Signal wires on met1:
Scale bar: 20 um. Supply wires on this layer in gray.
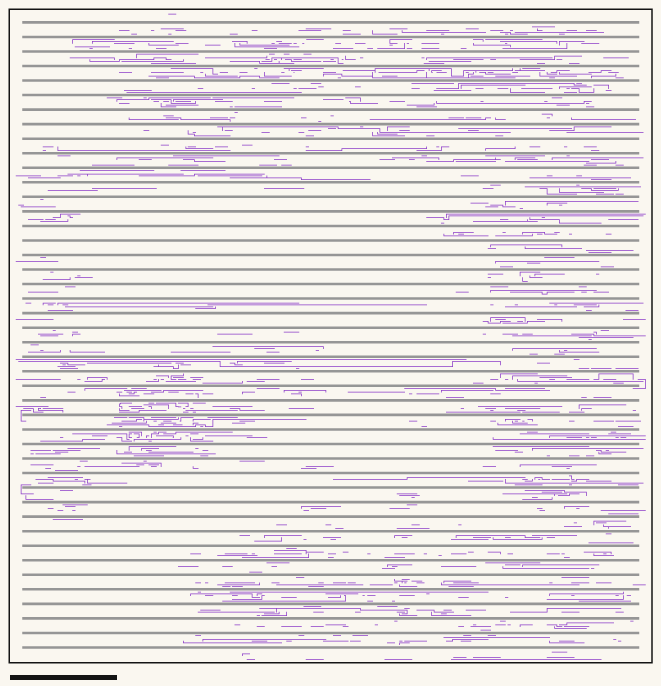
Signal wires on met2:
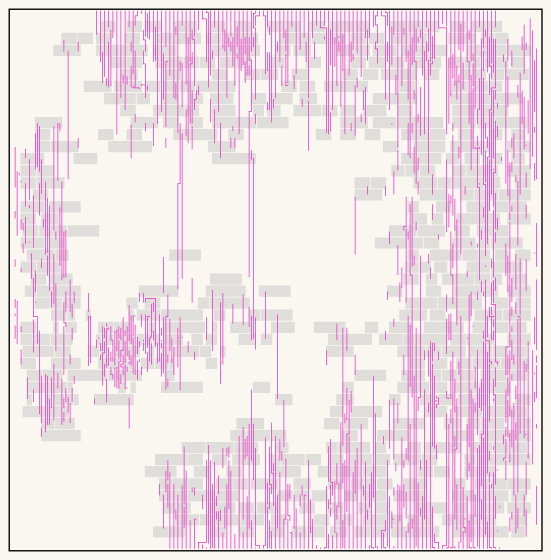
## config.mk

```make
export PLATFORM = sky130hd
export DESIGN_NAME = dmem_arbiter
export DESIGN_NICKNAME = d
export VERILOG_FILES = /design/src/rtl/dmem_arb_pkg.sv /design/src/rtl/dmem_arb_mux.sv /design/src/rtl/dmem_arbiter.sv
export SDC_FILE = /design/constraint.sdc
export NUM_CORES = 1
export LEC_CHECK = 0
export CAP_MARGIN = 20
export CORE_AREA = 2 2 118 120
export DETAILED_ROUTE_END_ITERATION = 8
export DIE_AREA = 0 0 120 122
export HOLD_SLACK_MARGIN = 0.08
export PLACE_DENSITY_LB_ADDON = 0.3
export SLEW_MARGIN = 20
export SYNTH_ARGS = -nofsm -noshare
export SYNTH_HDL_FRONTEND = slang
export SYNTH_HIERARCHICAL = 1
export SYNTH_SLANG_ARGS = --single-unit
```

## constraint.sdc

```tcl
create_clock -name clk -period 2.07 [get_ports clk]
set_clock_uncertainty 0.2 [all_clocks]
set_input_delay 0.414 -clock clk [delete_from_list [all_inputs] [get_ports clk]]
set_output_delay 0.414 -clock clk [all_outputs]
set_load 0.05 [all_outputs]
```

## src/rtl/dmem_arb_pkg.sv

```systemverilog
// Shared encodings for the data-memory arbiter: FSM states, grant owners and
// a small helper that names the opposite service state.
package dmem_arb_pkg;

  localparam logic [1:0] S_IDLE = 2'd0;
  localparam logic [1:0] S_CPU  = 2'd1;
  localparam logic [1:0] S_DBG  = 2'd2;

  localparam logic G_CPU = 1'b0;
  localparam logic G_DBG = 1'b1;

  function automatic logic [1:0] other_state(input logic [1:0] s);
    return (s == S_CPU) ? S_DBG : S_CPU;
  endfunction

endpackage

```

## src/rtl/dmem_arb_mux.sv

```systemverilog
// Combinational owner select: routes the serving requester onto the memory
// bank and steers ack/rdata back to it; everything is zero when nobody owns it.
module dmem_arb_mux #(
  parameter int AW = 32,
  parameter int DW = 32
) (
  input  logic          sel_cpu_i,
  input  logic          sel_dbg_i,
  input  logic          cpu_req_i,
  input  logic          cpu_we_i,
  input  logic [AW-1:0] cpu_addr_i,
  input  logic [DW-1:0] cpu_wdata_i,
  input  logic          dbg_req_i,
  input  logic          dbg_we_i,
  input  logic [AW-1:0] dbg_addr_i,
  input  logic [DW-1:0] dbg_wdata_i,
  input  logic [DW-1:0] mem_rdata_i,
  output logic          mem_read_o,
  output logic          mem_write_o,
  output logic [AW-1:0] mem_addr_o,
  output logic [DW-1:0] mem_wdata_o,
  output logic          cpu_ack_o,
  output logic [DW-1:0] cpu_rdata_o,
  output logic          dbg_ack_o,
  output logic [DW-1:0] dbg_rdata_o
);

  always_comb begin
    mem_read_o  = 1'b0;
    mem_write_o = 1'b0;
    mem_addr_o  = '0;
    mem_wdata_o = '0;
    cpu_ack_o   = 1'b0;
    cpu_rdata_o = '0;
    dbg_ack_o   = 1'b0;
    dbg_rdata_o = '0;
    if (sel_cpu_i) begin
      mem_read_o  = cpu_req_i & ~cpu_we_i;
      mem_write_o = cpu_req_i & cpu_we_i;
      mem_addr_o  = cpu_addr_i;
      mem_wdata_o = cpu_wdata_i;
      cpu_ack_o   = cpu_req_i;
      cpu_rdata_o = mem_rdata_i;
    end else if (sel_dbg_i) begin
      mem_read_o  = dbg_req_i & ~dbg_we_i;
      mem_write_o = dbg_req_i & dbg_we_i;
      mem_addr_o  = dbg_addr_i;
      mem_wdata_o = dbg_wdata_i;
      dbg_ack_o   = dbg_req_i;
      dbg_rdata_o = mem_rdata_i;
    end
  end

endmodule

```

## src/rtl/dmem_arbiter.sv

```systemverilog
// Round-robin arbiter sharing the single-port data memory between the CPU
// load/store path and the debug port, with a bounded hold and a debug lock.
module dmem_arbiter
  import dmem_arb_pkg::*;
#(
  parameter int AW       = 32,
  parameter int DW       = 32,
  parameter int MAX_HOLD = 4,
  parameter int CW       = 3
) (
  input  logic          clk,
  input  logic          reset,
  input  logic          cpu_req,
  input  logic          cpu_we,
  input  logic [AW-1:0] cpu_addr,
  input  logic [DW-1:0] cpu_wdata,
  output logic          cpu_ack,
  output logic [DW-1:0] cpu_rdata,
  output logic          cpu_stall,
  input  logic          dbg_req,
  input  logic          dbg_we,
  input  logic [AW-1:0] dbg_addr,
  input  logic [DW-1:0] dbg_wdata,
  input  logic          dbg_lock,
  output logic          dbg_ack,
  output logic [DW-1:0] dbg_rdata,
  output logic          mem_read,
  output logic          mem_write,
  output logic [AW-1:0] mem_addr,
  output logic [DW-1:0] mem_wdata,
  input  logic [DW-1:0] mem_rdata
);

  localparam logic [CW-1:0] HOLD_LIM = CW'(MAX_HOLD - 1);

  logic [1:0]    state_q, state_d;
  logic          last_q, last_d;
  logic [CW-1:0] hold_q, hold_d;
  logic          own_req, oth_req, at_limit;

  always_comb begin
    state_d  = state_q;
    last_d   = last_q;
    hold_d   = '0;
    own_req  = 1'b0;
    oth_req  = 1'b0;
    at_limit = 1'b0;
    case (state_q)
      S_IDLE: begin
        if (cpu_req && dbg_req) state_d = (last_q == G_DBG) ? S_CPU : S_DBG;
        else if (cpu_req)       state_d = S_CPU;
        else if (dbg_req)       state_d = S_DBG;
      end
      S_CPU, S_DBG: begin
        own_req  = (state_q == S_CPU) ? cpu_req : dbg_req;
        oth_req  = (state_q == S_CPU) ? dbg_req : cpu_req;
        // A locked debug owner keeps counting but is never forced off.
        at_limit = own_req && oth_req && (hold_q == HOLD_LIM) &&
                   !((state_q == S_DBG) && dbg_lock);
        if (!own_req)      state_d = oth_req ? other_state(state_q) : S_IDLE;
        else if (at_limit) state_d = other_state(state_q);
        if ((state_d == state_q) && own_req && oth_req)
          hold_d = (hold_q == HOLD_LIM) ? hold_q : hold_q + CW'(1);
      end
      default: state_d = S_IDLE;
    endcase
    if (state_d == S_CPU && state_q != S_CPU) last_d = G_CPU;
    if (state_d == S_DBG && state_q != S_DBG) last_d = G_DBG;
  end

  always_ff @(posedge clk or negedge reset) begin
    if (!reset) begin
      state_q <= S_IDLE;
      last_q  <= G_DBG;
      hold_q  <= '0;
    end else begin
      state_q <= state_d;
      last_q  <= last_d;
      hold_q  <= hold_d;
    end
  end

  dmem_arb_mux #(.AW(AW), .DW(DW)) u_mux (
    .sel_cpu_i   (state_q == S_CPU),
    .sel_dbg_i   (state_q == S_DBG),
    .cpu_req_i   (cpu_req),
    .cpu_we_i    (cpu_we),
    .cpu_addr_i  (cpu_addr),
    .cpu_wdata_i (cpu_wdata),
    .dbg_req_i   (dbg_req),
    .dbg_we_i    (dbg_we),
    .dbg_addr_i  (dbg_addr),
    .dbg_wdata_i (dbg_wdata),
    .mem_rdata_i (mem_rdata),
    .mem_read_o  (mem_read),
    .mem_write_o (mem_write),
    .mem_addr_o  (mem_addr),
    .mem_wdata_o (mem_wdata),
    .cpu_ack_o   (cpu_ack),
    .cpu_rdata_o (cpu_rdata),
    .dbg_ack_o   (dbg_ack),
    .dbg_rdata_o (dbg_rdata)
  );

  assign cpu_stall = cpu_req & ~cpu_ack;

endmodule

```

==> qor.yml <==
sta:
  maxSlewViolCount: 0
  setup_ws_ns: -0.232
  setup_violations: 134
  fmax_mhz: 434
  maxSlewHeadroom: 0.795
power_and_ir_drop:
  p_sw_w: 0.00529
  p_comb_frac: 0.948
  top_power_group: "combinational cells"
  power_density_mw_per_mm2: 1520
finish:
  final_nets: 709
  comb_share: 0.287
  lay_top_cells: "clkdlybuf4s50_1, buf_8, buf_12, a22o_4, and2_4"
  area_dominant_class: "buffers"
  combGateArea_sq_mm: 0.00194
  buf_share: 0.640
  seq_cells: 6
logic_synthesis:
  syn_area_sq_mm: 0.00164
  async_flop_share: 1.00
  fa_ha_area_frac: 0.0457
  synth-edff-count: 0
  synth_flops: 6
  mux_share: 0.0122
  synth_seq_share: 0.0922
  ys_cells: 215
  area_leaders: "a22o_1, and2_1, dfrtp_1"
  top_area_frac: 0.341
global_routing:
  grt_pass1_wl_um: 18200
  gr-total-overflow: 0
  grt_start_max_net_pins: 25
setup_path:
  end_kind: "output pin"
  crit_fanout: 20
  start_kind: "flop"
  critical_path_buf_inv_count: 4
  rr_endpoint: "last_q$_DFFE_PN1P_"
  rr_startpoint: "state_q[1]$_DFF_PN0_"
  worstSetupStartpoint: "state_q[0]$_DFF_PN0_"
clock_network:
  cts_inserted_buffers: 3
  cts.repair.resized: 161
  path_clk_slew_ns: 0.04
route:
  drtAntennaViolNets: 0
floorplanning:
  coreArea_sq_mm: 0.0135
  die_x_um: 120
  die_y_um: 122
status:
  status: "finished, violations left"
  violations: "setup timing"
## Picture notes: 'signal wires on met1'
nets with wire on the layer: 569
share of all routed wire: 36%
longest straight run: 84.2 um
main direction: horizontal
wire length on this layer: 4660 um

## Picture notes: 'signal wires on met2'
share of all routed wire: 54%
wire length on this layer: 7020 um
main direction: vertical
nets with wire on the layer: 645
longest straight run: 52.0 um
final wirelength: 12900 um
Global Route met2 Usage: 0.299
routed vias: 2999

